Fig. 1: cell density map
Scale: 6 px per um. 7 x 7 tiles, from black (low) to pale yellow (high), 0 to 100% covered.
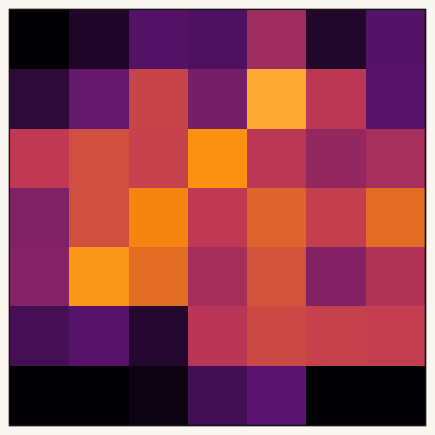
Fig. 2: metal layers overlaid
Scale: 4 px per um.
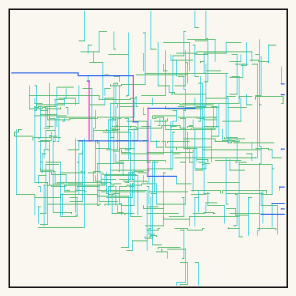
Fig. 3: pin placement
Scale: 6 px per um. Pins as bars across the die edge, other pins in gray.
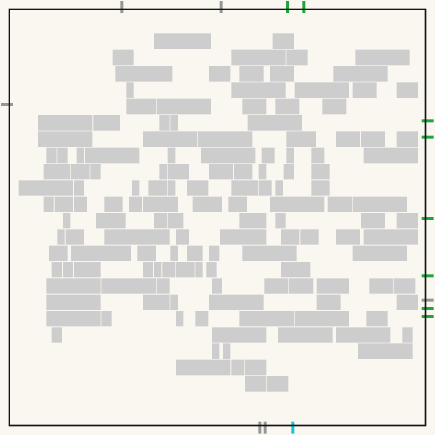
$ cat src/rtl/uart_rx_byte.sv
// uart_rx_byte
//   8N1 UART receiver. The raw line is double-flopped, start bits are
//   detected on the synchronised line, data bits are sampled mid-bit LSB
//   first, and each good byte is presented in a one-deep valid/ready
//   output register. Framing errors and overruns produce one-cycle pulses.
//
// Ports
//   clk          clock, all state on the rising edge
//   rst_n        asynchronous active-low reset
//   rx           raw serial line, idle high, asynchronous to clk
//   data_o       received byte, valid while valid_o is high
//   valid_o      output register holds a byte
//   ready_i      consumer accepts on valid_o && ready_i at a clock edge
//   frame_err_o  one-cycle pulse: stop bit sampled low
//   overrun_o    one-cycle pulse: good byte dropped, output register full
module uart_rx_byte #(
   parameter int unsigned CLKS_PER_BIT = 87
) (
   input  logic       clk,
   input  logic       rst_n,
   input  logic       rx,
   output logic [7:0] data_o,
   output logic       valid_o,
   input  logic       ready_i,
   output logic       frame_err_o,
   output logic       overrun_o
);

   localparam int unsigned CNT_W = (CLKS_PER_BIT > 1) ? $clog2(CLKS_PER_BIT) : 1;
   localparam int unsigned HALF  = CLKS_PER_BIT / 2;
   localparam logic [CNT_W-1:0] CNT_HALF = CNT_W'(HALF - 1);
   localparam logic [CNT_W-1:0] CNT_LAST = CNT_W'(CLKS_PER_BIT - 1);

   typedef enum logic [2:0] {
      ST_IDLE,
      ST_START,
      ST_DATA,
      ST_STOP,
      ST_BREAK
   } state_t;

   state_t           state_q, state_d;
   logic             sync1_q, sync1_d;
   logic             rxs_q, rxs_d;
   logic [CNT_W-1:0] cnt_q, cnt_d;
   logic [2:0]       idx_q, idx_d;
   logic [7:0]       shift_q, shift_d;
   logic [7:0]       data_q, data_d;
   logic             valid_q, valid_d;
   logic             ferr_q, ferr_d;
   logic             ovr_q, ovr_d;

   always_ff @(posedge clk or negedge rst_n) begin
      if (!rst_n) begin
         state_q <= ST_IDLE;
         sync1_q <= 1'b1;
         rxs_q   <= 1'b1;
         cnt_q   <= '0;
         idx_q   <= '0;
         shift_q <= '0;
         data_q  <= '0;
         valid_q <= 1'b0;
         ferr_q  <= 1'b0;
         ovr_q   <= 1'b0;
      end else begin
         state_q <= state_d;
         sync1_q <= sync1_d;
         rxs_q   <= rxs_d;
         cnt_q   <= cnt_d;
         idx_q   <= idx_d;
         shift_q <= shift_d;
         data_q  <= data_d;
         valid_q <= valid_d;
         ferr_q  <= ferr_d;
         ovr_q   <= ovr_d;
      end
   end

   always_comb begin
      sync1_d = rx;
      rxs_d   = sync1_q;
      state_d = state_q;
      cnt_d   = cnt_q + CNT_W'(1);
      idx_d   = idx_q;
      shift_d = shift_q;
      data_d  = data_q;
      valid_d = valid_q;
      ferr_d  = 1'b0;
      ovr_d   = 1'b0;

      // Accept first; a load in the stop branch below overrides it so a
      // simultaneous consume+load keeps valid high with the new byte.
      if (valid_q && ready_i) begin
         valid_d = 1'b0;
      end

      case (state_q)
         ST_IDLE: begin
            cnt_d = '0;
            if (!rxs_q) begin
               state_d = ST_START;
            end
         end
         ST_START: begin
            if (cnt_q == CNT_HALF) begin
               cnt_d   = '0;
               idx_d   = '0;
               state_d = rxs_q ? ST_IDLE : ST_DATA;
            end
         end
         ST_DATA: begin
            if (cnt_q == CNT_LAST) begin
               cnt_d          = '0;
               shift_d[idx_q] = rxs_q;
               idx_d          = idx_q + 3'd1;
               if (idx_q == 3'd7) begin
                  state_d = ST_STOP;
               end
            end
         end
         ST_STOP: begin
            if (cnt_q == CNT_LAST) begin
               cnt_d = '0;
               if (rxs_q) begin
                  // Back to IDLE on the stop sample so a following start
                  // bit is seen with no dead time.
                  state_d = ST_IDLE;
                  if (!valid_q || ready_i) begin
                     data_d  = shift_q;
                     valid_d = 1'b1;
                  end else begin
                     ovr_d = 1'b1;
                  end
               end else begin
                  ferr_d  = 1'b1;
                  state_d = ST_BREAK;
               end
            end
         end
         ST_BREAK: begin
            // A held-low line must go high before a new start is accepted.
            cnt_d = '0;
            if (rxs_q) begin
               state_d = ST_IDLE;
            end
         end
         default: begin
            cnt_d   = '0;
            state_d = ST_IDLE;
         end
      endcase
   end

   assign data_o      = data_q;
   assign valid_o     = valid_q;
   assign frame_err_o = ferr_q;
   assign overrun_o   = ovr_q;

endmodule
$ cat config.mk
export PLATFORM = sky130hd
export DESIGN_NAME = uart_rx_byte
export DESIGN_NICKNAME = d
export VERILOG_FILES = /design/src/rtl/uart_rx_byte.sv
export SDC_FILE = /design/constraint.sdc
export NUM_CORES = 1
export LEC_CHECK = 0
export ABC_CLOCK_PERIOD_IN_PS = 3300
export CAP_MARGIN = 10
export CORE_MARGIN = 1
export CORE_UTILIZATION = 35
export CTS_BUF_LIST = sky130_fd_sc_hd__clkbuf_8 sky130_fd_sc_hd__clkbuf_16
export CTS_CLUSTER_DIAMETER = 120
export DETAILED_ROUTE_END_ITERATION = 12
export GPL_TIMING_DRIVEN = 0
export REMOVE_ABC_BUFFERS = 1
export SLEW_MARGIN = 20
export SYNTH_ARGS = -nofsm -noshare
export SYNTH_HDL_FRONTEND = slang
export SYNTH_SLANG_ARGS = --single-unit
$ cat constraint.sdc
create_clock -name clk -period 3.3 [get_ports clk]
set_input_delay 0.33 -clock clk [delete_from_list [all_inputs] [get_ports clk]]
set_output_delay 0.33 -clock clk [all_outputs]
set_load 0.02 [all_outputs]
==> out/qor_table.md <==
| Metric | This run | Unit |
|---|---|---|
| Result of the run | completed | - |
| Top-level I/O count | 15 | - |
| Count of port buffers added during placement | 14 | - |
| Area growth from synthesis to layout | 18.3 | % |
| Die Span Y | 69.1 | um |
| Proportion of synthesized flip-flops having asynchronous set or reset | 1.00 | - |
| IR drop worst, VDD | 295 | uV |
| Depth of the CTS H-tree | 2 | - |
| Worst Hold Class | in -> async | - |
| Share of total power in the clock network | 0.426 | - |
| Final-stage net count | 151 | - |
| Predominant post-synthesis flop cell | dfrtp_1 | - |
| Antenna Violating Nets Remaining | 0 | - |
| Share of the synthesized area in the top cell type | 0.508 | - |
| Synthesized cell area | 1580 | um^2 |
| Vias in the first global route | 1125 | - |
| Crit path capture type | flip-flop | - |
| Final worst-path cycle share | 0.552 | - |
| First-pass iteration count of the detailed router | 3 | - |
| Final HPWL from detailed placement | 1930 | um |
| Post-placement cell area | 1760 | um^2 |
| Cells in synth_stat.txt | 126 | - |
| Final instance area | 1870 | um^2 |
| Chip area from the yosys synthesis statistics | 1580 | um^2 |
| Pin count of the biggest net entering global routing | 35 | - |
| Hold_buf cts | 0 | - |
| Proportion of layout cells with a drive suffix above 1 | 0.236 | - |
| Grt total ovfl | 0 | - |
| Max-cap viol count | 0 | - |
| Maximum clock path buffer count | 2 | - |
| Slew @ Worst Pin | 0.769 | ns |
| Switching power | 0.187 | mW |
| Start-to-end type of the worst setup path | reg -> reg | - |
| Dominant cell by count in the synthesized netlist | dfrtp_1 | - |
| Crit path launch type | flip-flop | - |
| Antenna violations before repair | 0 | - |
| Library cell occupying the most area in the post-synthesis netlist | dfrtp_1 | - |
| Clock tree from TritonCTS | built | - |
| Fin Setup TNS | 0 | ns |
| Power density over the cells | 457 | nW/um^2 |
| Required time at the worst-slack endpoint | 3.47 | ns |
| Clk sink count | 34 | - |
| Number of buffers added by the clock tree synthesis step | 5 | - |
| Final Hold Violating Endpoints | 0 | - |
| Die W | 69.1 | um |
| Yosys warnings | 0 | - |
| Top fanout value on the critical path | 13 | - |
| Crit path DAT | 1.99 | ns |
| Maximum frequency from static timing analysis | 0.549 | GHz |
| Quantity of gates resized following cts | 0 | - |
| GPL Wtd Cong | 0.713 | - |
| P_int | 0.665 | mW |
| Switch share | 0.219 | - |
| Cell types occupying the most area after synthesis | dfrtp_1, mux2_2, dfstp_2, ha_1, nor3_1 | - |
| DR iter-0 viols | 69 | - |
| Die Footprint | 4780 | um^2 |
| Overall Global Routing Usage | 0.135 | - |
| Number of diodes | 0 | - |
| Count of final max-slew check failures | 0 | - |
| Flops & latches, synth | 34 | - |
| Part of the Yosys area used for sequential elements | 0.541 | - |
| Post-synth tally of flip-flops with integrated enable | 0 | - |
| Wire length of the first global-routing pass | 5110 | um |
| RSZ-0062 raised after global routing | false | - |
| Clock insertion delay at the later pin of the skew report | 0.28 | ns |
| Top cell types by occurrence after synthesis | dfrtp_1, mux2_2, nor2_1, nor3_1, nand2_1 | - |
| Post-DR wirelength/cell | 14.3 | um |
| Number of rows created at floorplan | 24 | - |
| Number of remaining DRC errors | 0 | - |
| Tool warnings | 26 | - |
| Number of distinct library cells after synthesis | 35 | - |
| Fraction of the core area covered by cells at the end of the flow | 0.428 | - |
| Routed via count | 1015 | - |
| Worst hold-check slack | 0.122 | ns |
| Synthesized instance count | 126 | - |
| Master cell of the clock root buffer | clkbuf_8 | - |
| Relative slew slack | 0.487 | - |
| Clock Skew | 0.00393 | ns |
| Routed wire length | 2810 | um |
| Sequential Power Share | 0.522 | - |
| Clock period minus final worst setup slack | 1.82 | ns |
| Lkg Pwr | 0.834 | nW |
About Fig. 1:
nearly empty tiles: 10%
emptiest ninth of the die: bottom left
mean over tiles: 38%
fullest tile: 81%
densest ninth of the die: middle
Core ar.: 4350 um^2
Pre-Place Util: 0.362

About Fig. 2:
legend:
  metal 4:
    color: magenta
    wire_length: 43.5 um
  metal 1:
    color: green
    wire_length: 1270 um
  metal 3:
    color: blue
    wire_length: 81.2 um
  metal 2:
    color: cyan
    wire_length: 1420 um

About Fig. 3:
legend:
  `overrun_o`:
    color: cyan
    pins: 1
    direction: output
    edge: bottom
  `data_o`:
    color: green
    pins: 8
    direction: output
    edge: 6 right, 2 top

critical path: stages (launching register included):
cell,delay [ns]
dfrtp_1,0.53
nand2b_1,0.30
nor3_2,0.28
nand4_4,0.23
mux2_4,0.36
flip-flops by register name (all words and copies together) (netlist names):
signal,count
valid_o,1
state_q,3
idx_q,3
shift_q,8
cnt_q,7
rxs_d,1
frame_err_o,1
overrun_o,1
rxs_q,1
data_o,8
power groups by stage:
stage	logic (mW)	registers (mW)	clock network, mW
final	0.0436	0.445	0.363
after detailed placement	0.0450	0.453	0
after global placement	0.0428	0.452	0
after global routing	0.0532	0.448	0.391
after floorplan	0.0278	0.449	0
after CTS	0.0451	0.445	0.375
path summary, 6_finish.rpt:
kind                                 start         end  slack (ns)  cells after the start
worst max-delay path            state_q[2]   data_o[1]        1.48                      4
worst min-delay path                 rst_n  shift_q[2]        0.12                      1
worst max register to register  state_q[2]   data_o[1]        1.48                      4
worst min register to register       rxs_d       rxs_q        0.36                      0
max in group asynchronous            rst_n    cnt_q[3]        2.69                      1
min in group clk                     rxs_d       rxs_q        0.36                      0
cells in the final DEF (no fill, tap or decap), types with 2 or more instances in the layout:
| cell type | synthesis | layout |
|---|---|---|
| nor3_1 | 8 | 8 |
| dfrtp_1 | 32 | 32 |
| clkdlybuf4s50_1 | 0 | 13 |
| xnor2_1 | 3 | 3 |
| a22o_1 | 2 | 2 |
| clkbuf_8 | 0 | 5 |
| nand4b_1 | 4 | 4 |
| nor2b_1 | 4 | 4 |
| ha_1 | 4 | 4 |
| mux2_2 | 16 | 16 |
| inv_1 | 2 | 4 |
| and3_1 | 2 | 2 |
| dfstp_2 | 2 | 2 |
| a21oi_1 | 2 | 2 |
| nand3_1 | 5 | 5 |
| nor2_1 | 8 | 8 |
| nand4_1 | 2 | 2 |
| nand2_1 | 7 | 7 |
| nand2b_1 | 2 | 2 |
| xor2_1 | 2 | 2 |
| nor3_2 | 2 | 2 |
cells by family (layout without fill, tap and decap cells):
group	after synthesis	in the layout	share of synthesized area
simple gates	50	50	0.210
buf+inv	6	24	0.0159
mux	17	17	0.124
fa+ha+maj	4	4	0.0317
compound gates	10	10	0.0492
flops	34	34	0.541
xor+xnor	5	5	0.0278
cell type report:
| type | count | area, um^2 |
|---|---|---|
| fillers | 413 | 2490 |
| flip-flops and latches | 34 | 853 |
| multi-input cells | 86 | 698 |
| repair buffers | 14 | 135 |
| clock buffers | 5 | 68.8 |
| well taps | 52 | 65.1 |
| clock inverters | 3 | 37.5 |
| inverters | 2 | 7.51 |
routing by layer:
layer	up-vias	part of all wire	global-route usage
li1	489	-	-
met4	0	0.015	0.0567
met2	13	0.50	0.227
met5	-	0	0
met1	506	0.45	0.162
met3	7	0.029	0.0395
stage by stage:
stage          instances  setup WS, ns
4_1_cts              196          1.45
6_report             196          1.48
3_5_place_dp         188          1.46
3_3_place_gp         188          1.25
2_1_floorplan        122          1.69
5_1_grt              196          1.35
Power is estimated from default activity; no workload was simulated.
